$ cat src/rtl/run_ctrl_pkg.sv
// ----------------------------------------------------------------------------
// run_ctrl_pkg
// Shared definitions for the run-sequencing controller:
//   - state encodings and the FSM state type
//   - default width of the operation count / progress counter
// ----------------------------------------------------------------------------
package run_ctrl_pkg;

    localparam int CNT_WIDTH_DEF = 8;

    localparam logic [1:0] ENC_IDLE = 2'b00;
    localparam logic [1:0] ENC_RUN  = 2'b01;
    localparam logic [1:0] ENC_DONE = 2'b10;

    typedef enum logic [1:0] {
        S_IDLE = ENC_IDLE,
        S_RUN  = ENC_RUN,
        S_DONE = ENC_DONE
    } state_t;

endpackage

$ cat src/rtl/run_ctrl_if.sv
// ----------------------------------------------------------------------------
// run_ctrl_if
// Command / status bundle of run_ctrl.
//   start_i    start command, sampled only in IDLE
//   num_cnt_i  number of steps to run, sampled with start_i
//   step_i     datapath step acknowledge
//   abort_i    abort request (only when RUN_CTRL_ABORT_EN is defined)
//   run_o      high while running (datapath enable)
//   cnt_o      steps completed in the current run
//   idle_o     high while idle
//   done_o     one-cycle completion pulse
// Modports: master drives commands and observes status; slave is run_ctrl.
// ----------------------------------------------------------------------------
interface run_ctrl_if import run_ctrl_pkg::*; #(
    parameter int CNT_WIDTH = CNT_WIDTH_DEF
) ();

    logic                 start_i;
    logic [CNT_WIDTH-1:0] num_cnt_i;
    logic                 step_i;
`ifdef RUN_CTRL_ABORT_EN
    logic                 abort_i;
`endif
    logic                 run_o;
    logic [CNT_WIDTH-1:0] cnt_o;
    logic                 idle_o;
    logic                 done_o;

`ifdef RUN_CTRL_ABORT_EN
    modport master (
        output start_i, num_cnt_i, step_i, abort_i,
        input  run_o, cnt_o, idle_o, done_o
    );
    modport slave (
        input  start_i, num_cnt_i, step_i, abort_i,
        output run_o, cnt_o, idle_o, done_o
    );
`else
    modport master (
        output start_i, num_cnt_i, step_i,
        input  run_o, cnt_o, idle_o, done_o
    );
    modport slave (
        input  start_i, num_cnt_i, step_i,
        output run_o, cnt_o, idle_o, done_o
    );
`endif

endinterface

$ cat src/rtl/run_ctrl_step_counter.sv
// ----------------------------------------------------------------------------
// step_counter
// Progress counter for run_ctrl: clears on clr_i, increments on inc_i and
// flags the terminal count (the next increment completes the run).
//   clk, rst  clock and synchronous active-high reset
//   clr_i     clear counter to 0 (priority over inc_i)
//   inc_i     increment by 1
//   num_i     latched operation count of the current run
//   cnt_o     steps completed so far
//   last_o    cnt_o == num_i - 1
// ----------------------------------------------------------------------------
module step_counter import run_ctrl_pkg::*; #(
    parameter int CNT_WIDTH = CNT_WIDTH_DEF
) (
    input  logic                 clk,
    input  logic                 rst,
    input  logic                 clr_i,
    input  logic                 inc_i,
    input  logic [CNT_WIDTH-1:0] num_i,
    output logic [CNT_WIDTH-1:0] cnt_o,
    output logic                 last_o
);

    logic [CNT_WIDTH-1:0] cnt_q, cnt_d;

    always_comb begin
        cnt_d = cnt_q;
        if (clr_i) begin
            cnt_d = '0;
        end else if (inc_i) begin
            cnt_d = cnt_q + CNT_WIDTH'(1);
        end
    end

    always_ff @(posedge clk) begin
        if (rst) begin
            cnt_q <= '0;
        end else begin
            cnt_q <= cnt_d;
        end
    end

    // Only consulted in RUN, where num_i >= 1, so the subtraction never wraps.
    assign last_o = (cnt_q == (num_i - CNT_WIDTH'(1)));
    assign cnt_o  = cnt_q;

endmodule

$ cat src/rtl/run_ctrl.sv
// ----------------------------------------------------------------------------
// run_ctrl
// Run-sequencing controller. Accepts a start command with an operation count,
// counts step acknowledges while running and produces registered idle/done
// status, a run enable and the progress count.
//   clk   system clock (rising edge)
//   rst   synchronous active-high reset
//   bus   run_ctrl_if.slave: start_i, num_cnt_i, step_i, [abort_i],
//         run_o, cnt_o, idle_o, done_o
// Optional feature: define RUN_CTRL_ABORT_EN to add abort_i, which returns a
// running block to IDLE with the count cleared and no done pulse.
// ----------------------------------------------------------------------------
module run_ctrl import run_ctrl_pkg::*; #(
    parameter int CNT_WIDTH = CNT_WIDTH_DEF
) (
    input logic       clk,
    input logic       rst,
    run_ctrl_if.slave bus
);

    state_t               state_q, state_d;
    logic [CNT_WIDTH-1:0] num_q, num_d;
    logic                 idle_q, run_q, done_q;
    logic                 cnt_clr, cnt_inc, cnt_last;
    logic [CNT_WIDTH-1:0] cnt;

    always_comb begin
        state_d = state_q;
        num_d   = num_q;
        cnt_clr = 1'b0;
        cnt_inc = 1'b0;
        unique case (state_q)
            S_IDLE: begin
                // An empty run also clears the count so cnt_o reads 0 for it.
                if (bus.start_i) begin
                    num_d   = bus.num_cnt_i;
                    cnt_clr = 1'b1;
                    state_d = (bus.num_cnt_i != '0) ? S_RUN : S_DONE;
                end
            end
            S_RUN: begin
`ifdef RUN_CTRL_ABORT_EN
                // Abort wins over a coincident step, even the final one.
                if (bus.abort_i) begin
                    cnt_clr = 1'b1;
                    state_d = S_IDLE;
                end else
`endif
                if (bus.step_i) begin
                    cnt_inc = 1'b1;
                    if (cnt_last) begin
                        state_d = S_DONE;
                    end
                end
            end
            S_DONE: begin
                state_d = S_IDLE;
            end
            default: begin
                state_d = S_IDLE;
            end
        endcase
    end

    // Status flops are loaded from the next state so they track state_q exactly.
    always_ff @(posedge clk) begin
        if (rst) begin
            state_q <= S_IDLE;
            num_q   <= '0;
            idle_q  <= 1'b1;
            run_q   <= 1'b0;
            done_q  <= 1'b0;
        end else begin
            state_q <= state_d;
            num_q   <= num_d;
            idle_q  <= (state_d == S_IDLE);
            run_q   <= (state_d == S_RUN);
            done_q  <= (state_d == S_DONE);
        end
    end

    step_counter #(
        .CNT_WIDTH (CNT_WIDTH)
    ) u_step_counter (
        .clk    (clk),
        .rst    (rst),
        .clr_i  (cnt_clr),
        .inc_i  (cnt_inc),
        .num_i  (num_q),
        .cnt_o  (cnt),
        .last_o (cnt_last)
    );

    assign bus.cnt_o  = cnt;
    assign bus.idle_o = idle_q;
    assign bus.run_o  = run_q;
    assign bus.done_o = done_q;

endmodule

$ cat src/flat_wrapper.sv
// flat-port wrapper written by rule: the top's interface ports become plain ports
module run_ctrl_flat import run_ctrl_pkg::*;
#(
    parameter int CNT_WIDTH = CNT_WIDTH_DEF
)
  (clk, rst, bus_start_i, bus_num_cnt_i, bus_step_i, bus_run_o, bus_cnt_o, bus_idle_o, bus_done_o);
  run_ctrl_if #(.CNT_WIDTH(CNT_WIDTH)) bus_i ();
  input logic clk;
  input logic rst;
  input wire logic [$bits(bus_i.start_i)-1:0] bus_start_i;
  input wire logic [$bits(bus_i.num_cnt_i)-1:0] bus_num_cnt_i;
  input wire logic [$bits(bus_i.step_i)-1:0] bus_step_i;
  output wire logic [$bits(bus_i.run_o)-1:0] bus_run_o;
  output wire logic [$bits(bus_i.cnt_o)-1:0] bus_cnt_o;
  output wire logic [$bits(bus_i.idle_o)-1:0] bus_idle_o;
  output wire logic [$bits(bus_i.done_o)-1:0] bus_done_o;
  assign bus_i.start_i = bus_start_i;
  assign bus_i.num_cnt_i = bus_num_cnt_i;
  assign bus_i.step_i = bus_step_i;
  assign bus_run_o = bus_i.run_o;
  assign bus_cnt_o = bus_i.cnt_o;
  assign bus_idle_o = bus_i.idle_o;
  assign bus_done_o = bus_i.done_o;
  run_ctrl #(.CNT_WIDTH(CNT_WIDTH)) u_core (.clk(clk), .rst(rst), .bus(bus_i));
endmodule
$ cat config.mk
export PLATFORM = sky130hd
export DESIGN_NAME = run_ctrl_flat
export DESIGN_NICKNAME = d
export VERILOG_FILES = /design/src/rtl/run_ctrl_pkg.sv /design/src/rtl/run_ctrl_if.sv /design/src/rtl/run_ctrl_step_counter.sv /design/src/rtl/run_ctrl.sv /design/src/flat_wrapper.sv
export SDC_FILE = /design/constraint.sdc
export NUM_CORES = 1
export LEC_CHECK = 0
export CAP_MARGIN = 15
export CORE_UTILIZATION = 49
export DETAILED_ROUTE_END_ITERATION = 7
export PLACE_DENSITY_LB_ADDON = 0.05
export SYNTH_ARGS = -nofsm -noshare
export SYNTH_HDL_FRONTEND = slang
export SYNTH_SLANG_ARGS = --single-unit
$ cat constraint.sdc
create_clock -name clk -period 1.97 [get_ports clk]
set_input_delay 0.591 -clock clk [delete_from_list [all_inputs] [get_ports clk]]
set_output_delay 0.591 -clock clk [all_outputs]
set_load 0.005 [all_outputs]
==> impl_metrics.env, run 1 <==
# flow metrics
export IMPL_finalHoldViolations=0
export IMPL_setup_viol=0
export IMPL_cp_slowest_stage_delay_ps=550
export IMPL_dp_slack_ps=-60.48
export IMPL_power_density_mw_per_mm2=578.5
export IMPL_synthDistinctLibCells=34
export IMPL_stdcell_count=189
export IMPL_setup_tns_ps=0
export IMPL_num_io_pins=23
export IMPL_drt_total_wl_um=2268
export IMPL_yosysTopAreaCellShare_pct=39.53
export IMPL_finalInstanceArea_mm2=0.001405
export IMPL_yosys_area_mm2=0.001064
export IMPL_synth_area_mm2=0.001064
export IMPL_period_needed_ps=1889
export IMPL_hp_start="u_core.num_q[7]"
export IMPL_cts_tree="built"
export IMPL_drt_antenna_violating_nets=0
export IMPL_logic_area_um2=615.6
export IMPL_crit_slowest_cell="clkdlybuf4s50_1"
export IMPL_setup_slack_ps=81.28
export IMPL_synth_top_cell_by_area="dfxtp_1"
export IMPL_clk_pin_slew_ps=110
export IMPL_fin_hold_ws_ps=494.2
export IMPL_drc=0
export IMPL_die_w_um=48.59
export IMPL_clock_latency_ps=300
export IMPL_syn_area_per_cell_um2=8.244
export IMPL_dr_pass1_iters=4
export IMPL_floorplan_core_util_pct=53.13
export IMPL_worst_pin_slew_ps=302.2
export IMPL_grt_pass1_vias=953
export IMPL_p_leak_uw=0.0005413
export IMPL_clk_path_buf_depth=2
export IMPL_grt_pass1_wl_um=4126
export IMPL_crit_required_ps=1380
export IMPL_r2r_start="u_core.num_q[0]"
export IMPL_numSynthFlops=21
export IMPL_relSlewSlack_pct=79.71
export IMPL_status="finished, final reports clean"
export IMPL_port_buffer_count=22
export IMPL_timing_worst_setup_path_type="reg2out"
export IMPL_yosysCellCount=129
export IMPL_cp_buffers_inverters=1
export IMPL_diodes=0
export IMPL_place_area_mm2=0.001376
export IMPL_setup_worst_path_end_class="output port"
export IMPL_route_detailed_wl_per_inst_um=12.00
export IMPL_synth_cells=129
export IMPL_finalWeightedCongestion=0.7773
export IMPL_final_layout_size_suffix_gt1_share_pct=12.35
export IMPL_rsz0062_at_grt="false"
export IMPL_die_h_um=48.59
export IMPL_die_area_mm2=0.002361
export IMPL_dp_cells=185
export IMPL_area_growth_pct=32.12
export IMPL_timing_fmax_ghz=0.5295
export IMPL_crit_start="u_core.u_step_counter.cnt_o[0]"
export IMPL_dr_total_vias=969
export IMPL_synth_net_count=143
export IMPL_holdBufCountCts=0
==> run 1: cell usage in the layout, fill, tap and decap left out, drive strengths merged, types with 2 or more instances in the layout <==
cell type,count
nand2,25
clkdlybuf4s50,22
dfxtp,21
nor2,12
a21oi,11
buf,10
xnor2,9
xor2,5
nand3,4
clkbuf,4
inv,3
or3,3
nor3,3
a31oi,3
nand4,3
o21ai,3
nor4,3
o21bai,2
a21o,2
a41o,2
ha,2
==> run 1: registers in the layout, indices dropped and copies added, names as in the netlist <==
| signal | count |
|---|---|
| u_core.num_q | 8 |
| u_core.bus.done_o | 1 |
| u_core.u_step_counter.cnt_o | 8 |
| u_core.bus.run_o | 1 |
| u_core.bus.idle_o | 1 |
| u_core.state_q | 2 |
==> run 1: cells by family (layout without fill, tap and decap cells) <==
kind of cell / Yosys count / count (layout) / share of synthesized area [%]
simple gates: 59 / 59 / 27.18
flops: 21 / 21 / 39.53
compound gates: 25 / 25 / 14.82
mux: 2 / 2 / 2.000
buf+inv: 6 / 39 / 2.588
fa+ha+maj: 2 / 2 / 2.353
xor+xnor: 14 / 14 / 11.53
==> run 1: synth_stat cells, drive strengths merged <==
library cell,number
a2111o,1
a21boi,1
a21o,2
a21oi,11
a31oi,3
a41o,2
and2,1
and3,1
buf,2
clkbuf,1
dfxtp,21
ha,2
inv,3
mux2,1
mux2i,1
nand2,25
nand2b,1
nand3,4
nand3b,1
nand4,3
nor2,12
nor3,3
nor4,3
o21ai,3
o21bai,2
or2b,1
or3,3
or4,1
xnor2,9
xor2,5
==> run 1: final timing paths <==
check / to / cells past startpoint
worst min register to register: u_core.num_q[7] / 2
worst min-delay path: u_core.num_q[7] / 2
worst max-delay path: bus_cnt_o[0] / 1
worst max register to register: u_core.state_q[1] / 7
==> run 1: worst register-to-register path: cells and delay by family (launching register included) <==
family	cells	cell delay [ps]
AND-OR/OR-AND	2	520
XOR/XNOR	1	130
adder cells (fa/ha/maj)	1	290
buffers and inverters	2	210
flip-flops	1	340
AND/OR/NAND/NOR	1	250
==> run 1: area by class of cell <==
type | instances | area share (%)
tap | 27 | 2.404
sequential | 21 | 30.10
timing repair buffer | 32 | 21.02
inverter | 3 | 0.8014
multi-input combinational | 102 | 43.81
clock buffer | 4 | 1.870
==> run 1: metrics by stage <==
step / total power [uW] / utilization, %
CTS: 818.2 / 70.06
floorplan: 555.2 / -
global route: 858.6 / 70.19
detailed placement: 620.0 / 68.75
finish: 812.9 / 70.19
global placement: 615.2 / 68.75
==> run 1: where the power goes <==
group          internal, uW  switching, uW
logic                  83.7           73.7
registers               439           14.6
clock network          78.9            123
==> run 1: metal layers <==
metal / wire (um) / vias to the layer above / GRT usage, % / share of wire (%)
met1: 1096 / 437 / 28.27 / 48
met3: 47 / 4 / 2.830 / 2.1
met2: 1083 / 12 / 38.03 / 48
met5: 0 / - / 0 / 0
met4: 40 / 0 / 10.29 / 1.8
li1: - / 516 / - / -
==> run 1: what timing repair did <==
| action | CTS | global route |
|---|---|---|
| endpoints found under the setup margin | 0 | 2 |
| resized | 0 | 2 |
| endpoints found under the hold margin | 0 | 0 |
Run 1, routed clock nets over the placement:
(12 px per um)
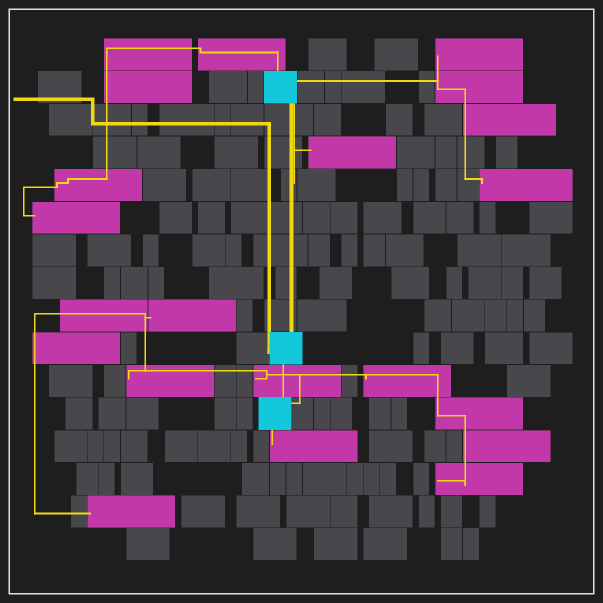
Key: cyan = clock drivers [count 3]; magenta = flip-flops [count 21]; yellow = clock wires [length 235 um]
There are 4 routed clock nets. Position of the flops: all over the die.

Run 1, clock routing:
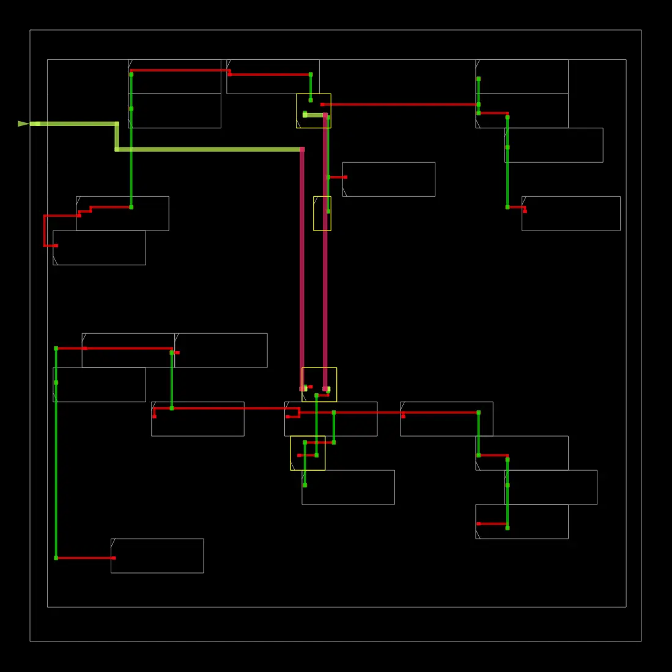
Num CTS Buffers: 3
clk_buf instances: 4
Sink Count: 21
Power Clock: 202 uW

Run 1, cell density map:
(6 px per um) The die is cut into 10 by 10 equal tiles; black is low, pale yellow is high, 0 to 100% covered.
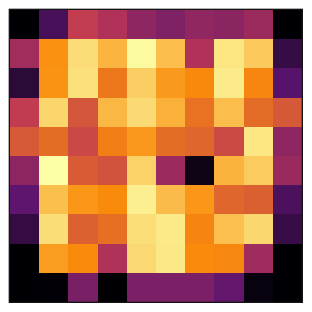
8.0% of the tiles are nearly empty. The fullest tile reaches 100%. The mean over all tiles is 58%.

Run 1, close-up of the layout:
Region (12, 12) to (37, 37) um. Cells in gray, sequential cells in the stronger gray; small squares are vias.
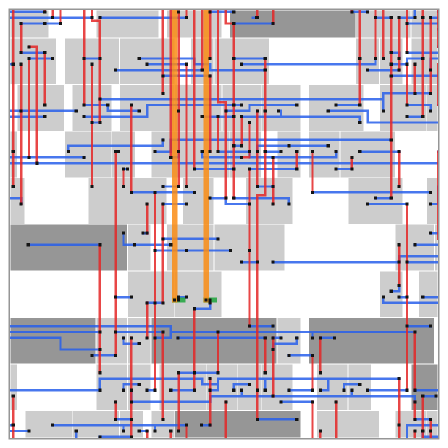

--- run 2 (diff from run 1) ---
ABC_AREA = 1   (was not set)
Run 2, close-up of the layout:
Region (12, 12) to (37, 37) um. Cells in gray, sequential cells in the stronger gray; small squares are vias.
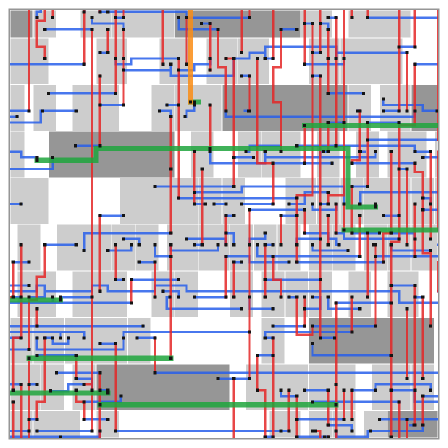
Key: blue = metal 1; orange = metal 4; red = metal 2; green = metal 3
80 logic cells have their middle in the window. Netlist names of flops here include `u_core.num_q` (4), `u_core.u_step_counter.cnt_o` (1). Most frequent: nand2_1 (17), inv_1 (13). Sequential cells in the window: 5.

Run 2, routed clock nets over the placement:
(12 px per um)
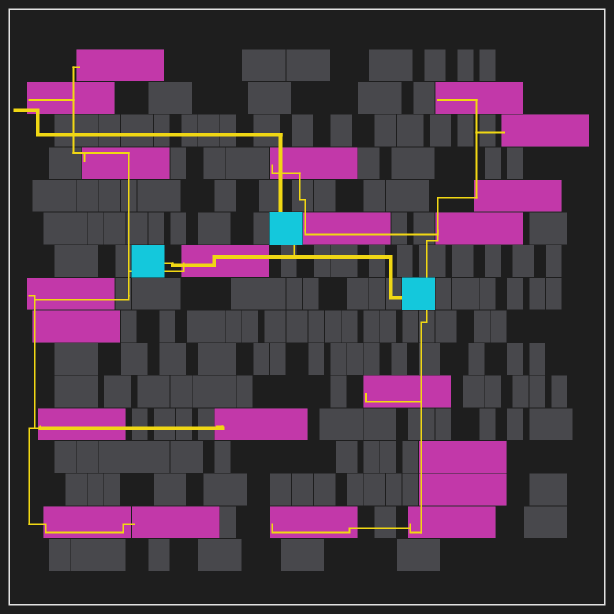
Key: cyan = clock drivers [count 3]; yellow = clock wires [length 238 um]; magenta = flip-flops [count 21]
Position of the flops: all over the die. There are 4 routed clock nets.

==> run 2 against run 1 <==
Net effect: clock power grew 2%; clock-buffer cell count is the same; highest routed layer unchanged; synthesized area grew 3.9%; synthesized cell count grew 26%; register-to-register slack gained 90 ps; final area grew 0.53%; clock skew shrank 4.6 ps; critical path depth is the same; global-route usage grew 0.31 points; via count grew 14%; sequential cell count is the same; fmax grew 1.8%.
==> impl_metrics.env, run 2 <==
# flow metrics
export IMPL_status="finished, final reports clean"
export IMPL_setup_slack_ps=114.6
export IMPL_holdPathStages=2
export IMPL_synth_area_mm2=0.001105
export IMPL_layout_top_cell="nand2_1"
export IMPL_final_core_util_pct=69.18
export IMPL_die_w_um=49.49
export IMPL_edf_count=0
export IMPL_drt_antenna_violating_nets=0
export IMPL_num_io_pins=23
export IMPL_wl_met2_um=1199
export IMPL_place_area_mm2=0.001385
export IMPL_setup_worst_path_end_class="output port"
export IMPL_rsz0062_at_grt="false"
export IMPL_synthDistinctLibCells=24
export IMPL_yosysTopAreaCellShare_pct=38.05
export IMPL_dominantRegCellSynth="dfxtp_1"
export IMPL_cp_slowest_stage_delay_ps=530
export IMPL_synth_net_count=176
export IMPL_top_layer="met4"
export IMPL_diodes=0
export IMPL_async_flop_share_pct=0
export IMPL_die_h_um=49.49
export IMPL_port_buffer_count=22
export IMPL_period_needed_ps=1855
export IMPL_dr_pass1_iters=4
export IMPL_fin_hold_ws_ps=506.4
export IMPL_dp_slack_ps=-16.54
export IMPL_drt_total_wl_um=2387
export IMPL_power_density_mw_per_mm2=613.6
export IMPL_crit_required_ps=1380
export IMPL_dr_total_vias=1103
export IMPL_yosys_area_mm2=0.001105
export IMPL_path_depth=1
export IMPL_synth_top_cell_by_area="dfxtp_1"
Run 2, cell density map:
(6 px per um) The die is cut into 10 by 10 equal tiles; black is low, pale yellow is high, 0 to 100% covered.
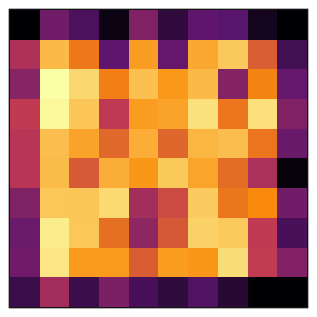
The mean over all tiles is 56%. 39% of the tiles are over 75% full. The fullest tile reaches 100%. 4.0% of the tiles are nearly empty.

-- run 2: cells by family (layout without fill, tap and decap cells) --
group,after synthesis,count (layout),synth area share [%]
XOR/XNOR,4,4,3.172
buffers and inverters,26,55,8.833
AND/OR/NAND/NOR,79,79,33.86
AND-OR/OR-AND,30,30,13.82
adder cells (fa/ha/maj),2,2,2.265
flip-flops,21,21,38.05
-- run 2: report_power, final --
group	switching, uW	internal [uW]	leakage, uW
sequential	17.0	446	0.000173
combinational	111	87.3	0.000435
clock	127	78.9	0.0000150
total	255	612	0.000622
-- run 2: cell type report --
cell class / count / area, um2 / area share, %
Clock buffer: 4 / 26.28 / 1.860
Inverter: 25 / 93.84 / 6.643
Tap cell: 27 / 33.78 / 2.392
Sequential cell: 21 / 421.7 / 29.85
Timing Repair Buffer: 26 / 250.2 / 17.71
Multi-Input combinational cell: 115 / 586.8 / 41.54
-- run 2: layer usage --
metal | global-route usage [%] | up-vias
met5 | 0 | -
met4 | 2.857 | 0
met3 | 5.556 | 2
met2 | 40.64 | 24
met1 | 28.21 | 496
li1 | - | 581
-- run 2: final timing paths --
| path | start | endpoint |
|---|---|---|
| setup / recovery | u_core.u_step_counter.cnt_o[0] | bus_cnt_o[0] |
| hold / removal | u_core.num_q[1] | u_core.num_q[1] |
| setup reg to reg | u_core.num_q[0] | u_core.bus.idle_o |
| hold reg to reg | u_core.num_q[1] | u_core.num_q[1] |
-- run 2: repair_timing --
item                       CTS  global route
setup endpoints to repair    0             1
resized                      0             1
hold buffers                 0             0
hold endpoints to repair     0             0
-- run 2: through the flow --
| step | std cells | total power, uW | TNS [ps] |
|---|---|---|---|
| 2_1_floorplan | 162 | 595.1 | 0 |
| 3_3_place_gp | 214 | 662.0 | -10.50 |
| 3_5_place_dp | 214 | 669.8 | -32.82 |
| 4_1_cts | 218 | 873.1 | 0 |
| 5_1_grt | 218 | 919.6 | 0 |
| 6_report | 218 | 866.8 | 0 |
Run 2, clock routing:
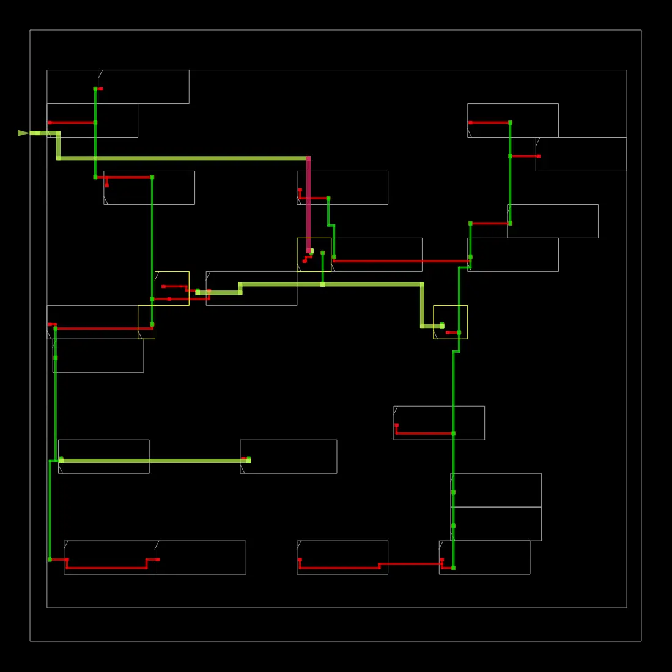

--- run 3 (diff from run 2) ---
CORE_UTILIZATION = 53   (was 49)
clock period = 2.2 ns   (was 1.97 ns; I/O delays follow)
Run 3, clock routing:
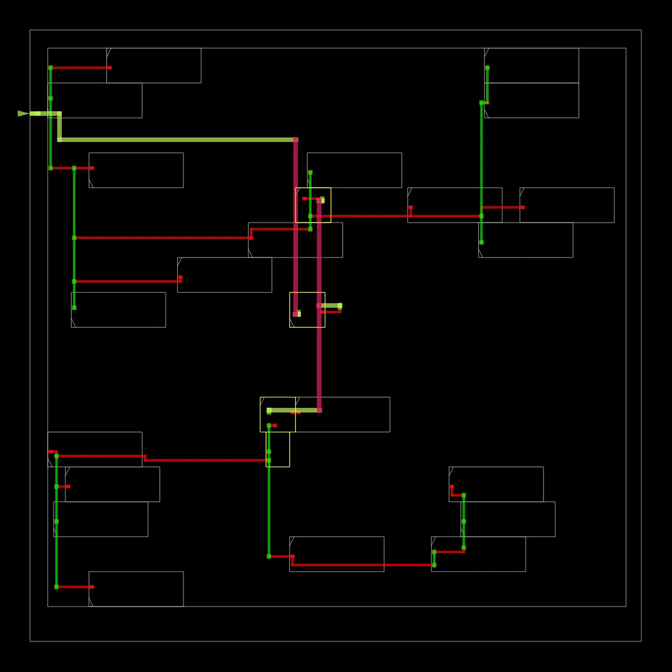
sequential cell count: 21
clk_buf instances: 3
Power Clock: 181 uW
Final Skew: 7.889 ps
clock insertion delay at the later pin of the skew report: 300 ps

Run 3, routed clock nets over the placement:
(12 px per um)
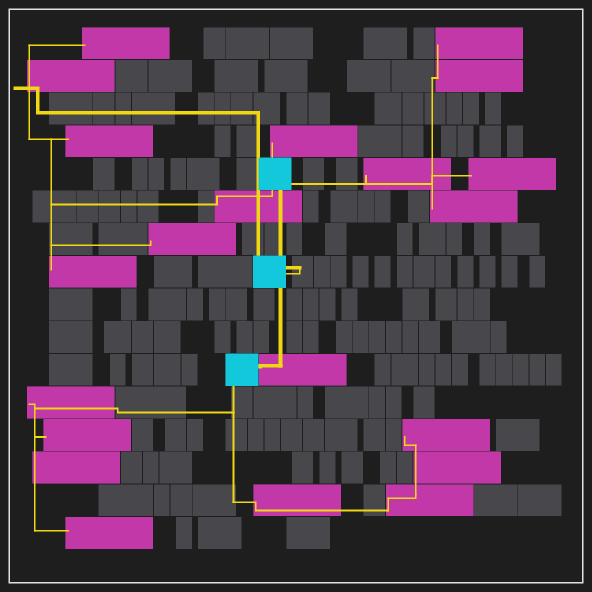
Key: cyan = clock drivers [count 3]; yellow = clock wires [length 219 um]; magenta = flip-flops [count 21]
Position of the flops: all over the die.

==> run 3 against run 2 <==
Net effect: non-clock buffer count is 3 lower; setup slack improved by 100 ps; clock skew is 7.2 ps higher; final cell count decreased by 1.4%; register-to-register slack better by 220 ps; first-iteration DRC count is 17% lower; routed wire length fell by 6.7%; sequential cell count did not move; via count fell by 0.27%; critical path depth stayed put; final area shrank 1.6%.
==> impl_metrics.env, run 3 <==
# flow metrics
export IMPL_status="finished, final reports clean"
export IMPL_crit_required_ps=1540
export IMPL_synth_top_cell_by_area="dfxtp_1"
export IMPL_relSlewSlack_pct=73.59
export IMPL_numSynthFlops=21
export IMPL_yosysTopAreaCellShare_pct=38.05
export IMPL_timing_fmax_ghz=0.5043
export IMPL_first_iter_violations=19
export IMPL_yosysCellCount=162
export IMPL_setup_worst_path_end_class="output port"
export IMPL_post_cts_buffers=0
export IMPL_holdPathStages=2
export IMPL_area_growth_pct=25.82
export IMPL_route_detailed_wl_per_inst_um=10.35
export IMPL_p_leak_uw=0.0006103
export IMPL_top_cells_by_count="nand2_1 (34), inv_1 (22), dfxtp_1 (21)"
export IMPL_clk_path_buf_depth=2
export IMPL_setup_viol=0
export IMPL_dominantRegCellSynth="dfxtp_1"
export IMPL_whs_endpoint="u_core.num_q[1]"
export IMPL_period_needed_ps=1983
export IMPL_cp_slowest_stage_delay_ps=550
export IMPL_grt_overflow=0
export IMPL_r2r_start="u_core.num_q[0]"
export IMPL_power_frac_seq_pct=53.9
export IMPL_finalWeightedCongestion=0.8490
export IMPL_vdd_ir_drop_max_uv=372.6
export IMPL_cts_tree="built"
export IMPL_p_int_uw=540.7
export IMPL_die_area_mm2=0.002271
export IMPL_dr_pass1_iters=4
export IMPL_diodes=0
export IMPL_final_layout_size_suffix_gt1_share_pct=7.979
export IMPL_yosys_area_mm2=0.001105
export IMPL_synth_cells=162
export IMPL_combPwrFrac_pct=22.4
export IMPL_p_sw_uw=226.2
export IMPL_die_w_um=47.66
export IMPL_syn_area_per_cell_um2=6.820
export IMPL_edf_count=0
export IMPL_crit_slowest_cell="clkdlybuf4s50_1"
export IMPL_drt_antenna_violating_nets=0
export IMPL_timing_worst_setup_path_type="reg2out"
export IMPL_drc=0
export IMPL_floorplan_core_util_pct=56.31
export IMPL_grt_max_degree=14
export IMPL_ctsResizeCount=0
export IMPL_layout_top_cell="nand2_1"
export IMPL_holdBufCountCts=0
export IMPL_synth_net_count=176
export IMPL_async_flop_share_pct=0
export IMPL_final_cell_mix="nand2_1 (34), inv_1 (22), clkdlybuf4s50_1 (22)"
export IMPL_stdcell_count=215
export IMPL_path_depth=1
export IMPL_switching_share_pct=29.49
export IMPL_clk_pin_slew_ps=120
export IMPL_hp_start="u_core.num_q[1]"
export IMPL_rsz0062_at_grt="false"
export IMPL_worst_pin_slew_ps=392.5
export IMPL_synthDistinctLibCells=24
export IMPL_grt_pass1_wl_um=3422
export IMPL_cts_sinks=21
export IMPL_ff2ff_path_depth=10
export IMPL_num_io_pins=23
export IMPL_dp_cells=211
export IMPL_dr_total_vias=1100
export IMPL_synth_area_mm2=0.001105
export IMPL_regToRegEndpoint="u_core.bus.done_o"
export IMPL_power_density_mw_per_mm2=551.7
export IMPL_synth_dominant_cell_count="nand2_1"
export IMPL_setup_tns_ps=0
export IMPL_cp_buffers_inverters=1
export IMPL_die_h_um=47.66
Run 3, close-up of the layout:
Region (11, 11) to (36, 36) um. Cells in gray, sequential cells in the stronger gray; small squares are vias.
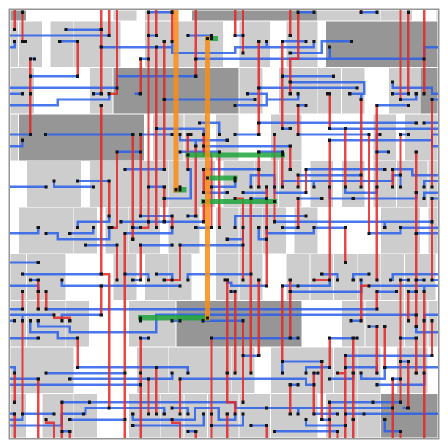
Key: green = metal 3; red = metal 2; blue = metal 1; orange = metal 4
83 logic cells have their middle in the window. Most frequent: nand2_1 (18), inv_1 (13), a21oi_1 (11). Netlist names of flops here include `u_core.num_q` (3), `u_core.u_step_counter.cnt_o` (1). Sequential cells in the window: 4.

## run 3: cell types whose count changed in the layout (fill, tap and decap cells not counted), sizes merged
cell and delta:
clkbuf -1, buf -3, clkinv +1
## run 3: per-stage QoR
stage / setup WS, ps / utilization [%] / hold WS [ps] / power [uW] / instance area, um2
after floorplan: 701.5 / - / 458.2 / 532.9 / 1105
after global placement: 188.1 / 69.45 / 479.9 / 587.6 / 1363
after detailed placement: 130.4 / 69.45 / 486.8 / 592.5 / 1363
after CTS: 217.4 / 70.85 / 506.6 / 770.5 / 1390
after global routing: 172.6 / 70.85 / 530.1 / 816.2 / 1390
final: 216.9 / 70.85 / 502.7 / 766.9 / 1390
## run 3: worst max path at each step
| stage | end | start | slack, ps |
|---|---|---|---|
| 3_5_place_dp | u_core.u_step_counter.cnt_o[6] | bus_step_i | 130 |
| 3_3_place_gp | u_core.u_step_counter.cnt_o[7] | bus_step_i | 190 |
| 5_1_grt | bus_cnt_o[3] | u_core.u_step_counter.cnt_o[3] | 170 |
| 2_1_floorplan | u_core.bus.idle_o | u_core.num_q[0] | 700 |
| 6_report | bus_cnt_o[3] | u_core.u_step_counter.cnt_o[3] | 220 |
| 4_1_cts | bus_cnt_o[3] | u_core.u_step_counter.cnt_o[3] | 220 |
## run 3: layout make-up
class                   count  area (um2)  share of cell area [%]
flip-flops and latches     21       420.4                   30.24
clock inverters             1       5.005                  0.3600
multi-input cells         115       586.8                   42.21
inverters                  25       93.84                   6.751
repair buffers             23       227.7                   16.38
clock buffers               3       22.52                   1.620
well taps                  27       33.78                   2.430
## run 3: power groups by stage
stage	Clock [uW]	Combinational (uW)	Sequential, uW
after CTS	186	171	414
after floorplan	0	113	419
after detailed placement	0	170	422
after global placement	0	166	422
final	181	172	414
after global routing	203	198	416
## run 3: layer usage
| layer | track usage, % | up-vias | routed length (um) |
|---|---|---|---|
| met5 | 0 | - | 0 |
| met4 | 6.667 | 0 | 29 |
| met3 | 4.528 | 5 | 81 |
| met2 | 36.71 | 20 | 1065 |
| met1 | 27.71 | 499 | 1049 |
| li1 | - | 576 | - |
## run 3: cells by family (layout without fill, tap and decap cells)
kind of cell | count (synthesis) | in the layout | share of synthesized area (%)
flip-flops | 21 | 21 | 38.05
XOR/XNOR | 4 | 4 | 3.172
AND-OR/OR-AND | 30 | 30 | 13.82
AND/OR/NAND/NOR | 79 | 79 | 33.86
adder cells (fa/ha/maj) | 2 | 2 | 2.265
buffers and inverters | 26 | 52 | 8.833
Power is estimated from default activity; no workload was simulated.
